<file path="config.mk">
export PLATFORM = sky130hd
export DESIGN_NAME = multicycle_control_fsm
export DESIGN_NICKNAME = d
export VERILOG_FILES = /design/src/rtl/multicycle_control_fsm.sv
export SDC_FILE = /design/constraint.sdc
export NUM_CORES = 1
export LEC_CHECK = 0
export CAP_MARGIN = 20
export CORE_MARGIN = 10
export CORE_UTILIZATION = 37
export DETAILED_ROUTE_END_ITERATION = 7
export PLACE_DENSITY = 0.76
export SYNTH_ARGS = -nofsm -noshare
export SYNTH_HDL_FRONTEND = slang
export SYNTH_SLANG_ARGS = --single-unit
export TNS_END_PERCENT = 10
</file>
<file path="constraint.sdc">
create_clock -name clk -period 2 [get_ports clk]
set_input_delay 0.3 -clock clk [delete_from_list [all_inputs] [get_ports clk]]
set_output_delay 0.3 -clock clk [all_outputs]
set_load 0.1 [all_outputs]
</file>
<file path="src/rtl/multicycle_control_fsm.sv">
`default_nettype none
// ============================================================================
//  Module      : multicycle_control_fsm
//  Description : Sequencing controller for the multi-cycle RV32I core. Steps
//                the shared datapath through fetch, decode, execute, memory
//                and writeback, stalls on the memory-ready handshake and
//                traps unsupported opcodes in an absorbing error state.
//                Main decoder is a Moore FSM; the ALU decoder is combinational.
//  Revision    : 1.0  initial release
// ============================================================================
module multicycle_control_fsm (
    input  logic       clk,
    input  logic       rst,
    input  logic [6:0] Op,
    input  logic [2:0] funct3,
    input  logic [6:0] funct7,
    input  logic       Zero,
    input  logic       mem_ready,
    output logic       PCWrite,
    output logic       AdrSrc,
    output logic       MemWrite,
    output logic       IRWrite,
    output logic       RegWrite,
    output logic [1:0] ResultSrc,
    output logic [1:0] ALUSrcA,
    output logic [1:0] ALUSrcB,
    output logic [1:0] ImmSrc,
    output logic [2:0] ALUControl,
    output logic       instr_done,
    output logic       illegal
);

    // ------------------------------------------------------------------
    // State encoding
    // ------------------------------------------------------------------
    localparam logic [3:0] c_st_fetch    = 4'd0;
    localparam logic [3:0] c_st_decode   = 4'd1;
    localparam logic [3:0] c_st_memadr   = 4'd2;
    localparam logic [3:0] c_st_memread  = 4'd3;
    localparam logic [3:0] c_st_memwb    = 4'd4;
    localparam logic [3:0] c_st_memwrite = 4'd5;
    localparam logic [3:0] c_st_executer = 4'd6;
    localparam logic [3:0] c_st_executei = 4'd7;
    localparam logic [3:0] c_st_aluwb    = 4'd8;
    localparam logic [3:0] c_st_jal      = 4'd9;
    localparam logic [3:0] c_st_beq      = 4'd10;
    localparam logic [3:0] c_st_error    = 4'd11;

    // Supported opcodes
    localparam logic [6:0] c_op_load  = 7'b0000011;
    localparam logic [6:0] c_op_store = 7'b0100011;
    localparam logic [6:0] c_op_rtype = 7'b0110011;
    localparam logic [6:0] c_op_itype = 7'b0010011;
    localparam logic [6:0] c_op_jal   = 7'b1101111;
    localparam logic [6:0] c_op_beq   = 7'b1100011;

    // Internal ALU operation class handed from main decoder to ALU decoder
    localparam logic [1:0] c_aluop_add   = 2'b00;
    localparam logic [1:0] c_aluop_sub   = 2'b01;
    localparam logic [1:0] c_aluop_funct = 2'b10;

    // ALUControl codes
    localparam logic [2:0] c_alu_add = 3'b000;
    localparam logic [2:0] c_alu_sub = 3'b001;
    localparam logic [2:0] c_alu_and = 3'b010;
    localparam logic [2:0] c_alu_or  = 3'b011;
    localparam logic [2:0] c_alu_slt = 3'b101;

    logic [3:0] r_state;
    logic [3:0] w_next;
    logic       r_instr_done;

    // Moore outputs before the reset gate on the write enables
    logic       w_pcwrite;
    logic       w_memwrite;
    logic       w_irwrite;
    logic       w_regwrite;
    logic       w_adrsrc;
    logic [1:0] w_resultsrc;
    logic [1:0] w_alusrca;
    logic [1:0] w_alusrcb;
    logic [1:0] w_aluop;

    // Next-state selection; only the wait states look at mem_ready
    always_comb begin
        w_next = r_state;
        case (r_state)
            c_st_fetch: begin
                if (mem_ready) w_next = c_st_decode;
            end
            c_st_decode: begin
                case (Op)
                    c_op_load,
                    c_op_store: w_next = c_st_memadr;
                    c_op_rtype: w_next = c_st_executer;
                    c_op_itype: w_next = c_st_executei;
                    c_op_jal:   w_next = c_st_jal;
                    c_op_beq:   w_next = c_st_beq;
                    default:    w_next = c_st_error;
                endcase
            end
            c_st_memadr: begin
                w_next = Op[5] ? c_st_memwrite : c_st_memread;
            end
            c_st_memread: begin
                if (mem_ready) w_next = c_st_memwb;
            end
            c_st_memwb:    w_next = c_st_fetch;
            c_st_memwrite: begin
                if (mem_ready) w_next = c_st_fetch;
            end
            c_st_executer: w_next = c_st_aluwb;
            c_st_executei: w_next = c_st_aluwb;
            c_st_aluwb:    w_next = c_st_fetch;
            c_st_jal:      w_next = c_st_aluwb;
            c_st_beq:      w_next = c_st_fetch;
            c_st_error:    w_next = c_st_error;
            default:       w_next = c_st_error;
        endcase
    end

    // State register and the completion pulse on every entry into fetch
    always_ff @(posedge clk) begin
        if (rst) begin
            r_state      <= c_st_fetch;
            r_instr_done <= 1'b0;
        end else begin
            r_state      <= w_next;
            r_instr_done <= (w_next == c_st_fetch) && (r_state != c_st_fetch);
        end
    end

    // Per-state datapath controls; anything not named for a state stays 0
    always_comb begin
        w_pcwrite   = 1'b0;
        w_memwrite  = 1'b0;
        w_irwrite   = 1'b0;
        w_regwrite  = 1'b0;
        w_adrsrc    = 1'b0;
        w_resultsrc = 2'b00;
        w_alusrca   = 2'b00;
        w_alusrcb   = 2'b00;
        w_aluop     = c_aluop_add;
        case (r_state)
            c_st_fetch: begin
                // PC+4 is computed and written back together with the IR
                w_alusrca   = 2'b00;
                w_alusrcb   = 2'b10;
                w_resultsrc = 2'b10;
                w_irwrite   = mem_ready;
                w_pcwrite   = mem_ready;
            end
            c_st_decode: begin
                // Branch/jump target computed speculatively from OldPC
                w_alusrca = 2'b01;
                w_alusrcb = 2'b01;
            end
            c_st_memadr: begin
                w_alusrca = 2'b10;
                w_alusrcb = 2'b01;
            end
            c_st_memread: begin
                w_adrsrc    = 1'b1;
                w_resultsrc = 2'b00;
            end
            c_st_memwb: begin
                w_resultsrc = 2'b01;
                w_regwrite  = 1'b1;
            end
            c_st_memwrite: begin
                // Strobe is held for the whole access, including stalls
                w_adrsrc    = 1'b1;
                w_resultsrc = 2'b00;
                w_memwrite  = 1'b1;
            end
            c_st_executer: begin
                w_alusrca = 2'b10;
                w_alusrcb = 2'b00;
                w_aluop   = c_aluop_funct;
            end
            c_st_executei: begin
                w_alusrca = 2'b10;
                w_alusrcb = 2'b01;
                w_aluop   = c_aluop_funct;
            end
            c_st_aluwb: begin
                w_resultsrc = 2'b00;
                w_regwrite  = 1'b1;
            end
            c_st_jal: begin
                // Link value PC+4 from OldPC while PC takes the target in ALUOut
                w_alusrca   = 2'b01;
                w_alusrcb   = 2'b10;
                w_resultsrc = 2'b00;
                w_pcwrite   = 1'b1;
            end
            c_st_beq: begin
                w_alusrca   = 2'b10;
                w_alusrcb   = 2'b00;
                w_aluop     = c_aluop_sub;
                w_resultsrc = 2'b00;
                w_pcwrite   = Zero;
            end
            default: begin
            end
        endcase
    end

    // ALU decoder: operation class plus funct fields to ALU function
    always_comb begin
        ALUControl = c_alu_add;
        case (w_aluop)
            c_aluop_add: ALUControl = c_alu_add;
            c_aluop_sub: ALUControl = c_alu_sub;
            c_aluop_funct: begin
                case (funct3)
                    3'b000:  ALUControl = (Op[5] & funct7[5]) ? c_alu_sub : c_alu_add;
                    3'b010:  ALUControl = c_alu_slt;
                    3'b110:  ALUControl = c_alu_or;
                    3'b111:  ALUControl = c_alu_and;
                    default: ALUControl = c_alu_add;
                endcase
            end
            default: ALUControl = c_alu_add;
        endcase
    end

    // Immediate format follows the opcode alone, independent of state
    always_comb begin
        ImmSrc = 2'b00;
        case (Op)
            c_op_store: ImmSrc = 2'b01;
            c_op_beq:   ImmSrc = 2'b10;
            c_op_jal:   ImmSrc = 2'b11;
            default:    ImmSrc = 2'b00;
        endcase
    end

    // Reset kills every write enable and the trap flag in the same cycle
    assign PCWrite    = w_pcwrite  & ~rst;
    assign IRWrite    = w_irwrite  & ~rst;
    assign MemWrite   = w_memwrite & ~rst;
    assign RegWrite   = w_regwrite & ~rst;
    assign illegal    = (r_state == c_st_error) & ~rst;
    assign AdrSrc     = w_adrsrc;
    assign ResultSrc  = w_resultsrc;
    assign ALUSrcA    = w_alusrca;
    assign ALUSrcB    = w_alusrcb;
    assign instr_done = r_instr_done;

endmodule
`default_nettype wire

</file>
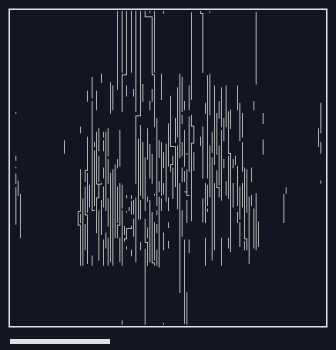
m2.png
The bar under the picture is 20 microns long.
140 nets have wire on it. The layer carries 1420 microns of wire. The layer holds 51% of the routed length.

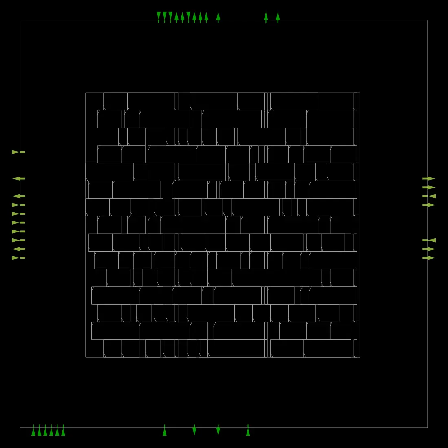
placed.png
Rows: 15
Tap Count: 25
fin cells: 163
Core Util, Final: 85.9%
flop share of the area: 7.17%

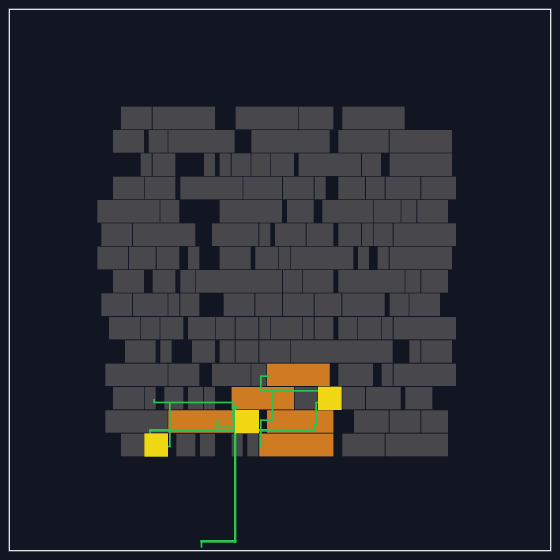
clock_wires.png
Key: yellow = clock-net drivers [count 3]; green = clock wires [length 87.5 microns]; orange = flip-flops [count 5]
There are 4 routed clock nets.
Final Skew: 0.994 ps
clk latency late pin: 240 ps
clock share of power: 6.5%

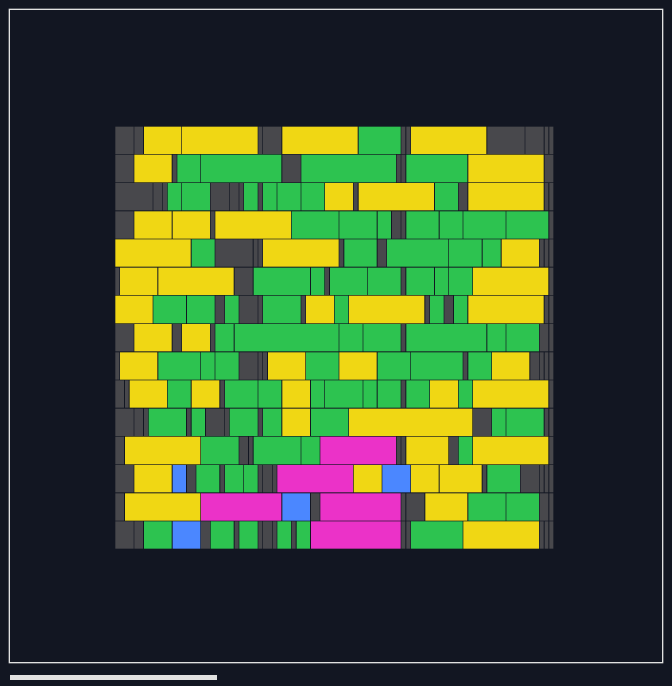
class_map.png
The bar under the picture is 20 microns long. Fill, decap, tap and diode cells in gray.
Key: green = remaining logic cells [cells 84, share of their area 47%]; magenta = sequential cells [cells 5, share of their area 7.3%]; blue = clock drivers and dummy loads [cells 4, share of their area 1.8%]; yellow = remaining buffers and delay cells [cells 45, share of their area 44%]

==> run notes <==
flow finished, numbers: Post-CTS Hold Buffers 0, P_comb 0.00153 W, r2r worst-path depth 6, worst r2r src r_state[2], global route total overflow 0, Mux cell area share 1.47%, clk sinks 5, ys async rst share 0%, crit path kind reg -> out, Dominant flop cell dfxtp_1, die width between 60 and 70 microns, CP Data Required Time 1700 ps, relative slew slack 73.0%, Cell Area, Synth ~700 sq um, # DRC 0, number of global-route vias before repair 943, met2 usage 23.5%, YS warnings 0, pin count of the biggest net entering global routing 19, Synth top cells by count 12 x nor2_1, 9 x nand2_1, 6 x buf_2, 6 x nor3_1, final setup fails 1, met3 wire len 182 microns, Worst Max-Slew Pin Slew 404 ps, LEAKAGE 0.559 nW, Critical Path, Cell by Cell nand2b_4 > nor2_4 > inv_2 > ha_4 > nor4_4 > buf_12, quantity of gates resized following cts 6, Dominant comb cell simple AND/OR/NAND/NOR gates, global-route wire length before repair 4560 microns, number of non-clock buffers between 40 and 50, H-tree lvl count 1, Crit-path slowest cell dfxtp_4, Switch Pwr 0.00104 W, failing checks negative setup slack, Registers, synthesis 5, YS chip area roughly 700 sq um, worst reg2reg endpoint instr_done, Largest Register r_state, status finished, violations left, # IOs 39, total track usage 13.7%, WP data arrival ~1700 ps, nonclk inv count 5, flip-flops with a built-in enable 0, Placed Instances ~160, chip height 62.9 microns, Yosys top cell by instances nor2_1, Worst setup startpoint r_state[2], Synth-to-Final Area Change 118%, CP peak stage delay 350 ps, Largest cells by area dfxtp_1 15%, nor2_1 6.6%, nand2_1 5.0%, nand2b_1 4.6%, buf_2 4.4%, post-CTS setup buffers 1, met2 wire len 1420 microns, Peak supply drop about 0.0015 V, WHS 678 ps, crit end category output pin, WP depth 6, fin crit period 2000 ps, tool warnings 36, Final Hold Viols 0, HP Class reg -> reg, most frequent cells in the layout 18 x buf_12, 14 x clkdlybuf4s50_1, 9 x nand2_1, 9 x buf_4, 6 x nor2_1, dpl ws 12.3 ps, Syn Inst Count around 98, Routed wire per std cell 17.2 microns, critical path startpoint category flop, Power Clock 0.000118 W, register area 106 sq um, Top cell excl fill/tap buf_12, sw frac ~58%, P per Cell Area 1220 nW/um^2, max FFs per register 4, CP delay by family, top simple AND/OR/NAND/NOR gates, Buf/Inv on CP 2, final worst setup slack -4.47 ps, clock network share of area 1.77%
Power figures rest on the tool's default switching activity, not on a simulated workload.
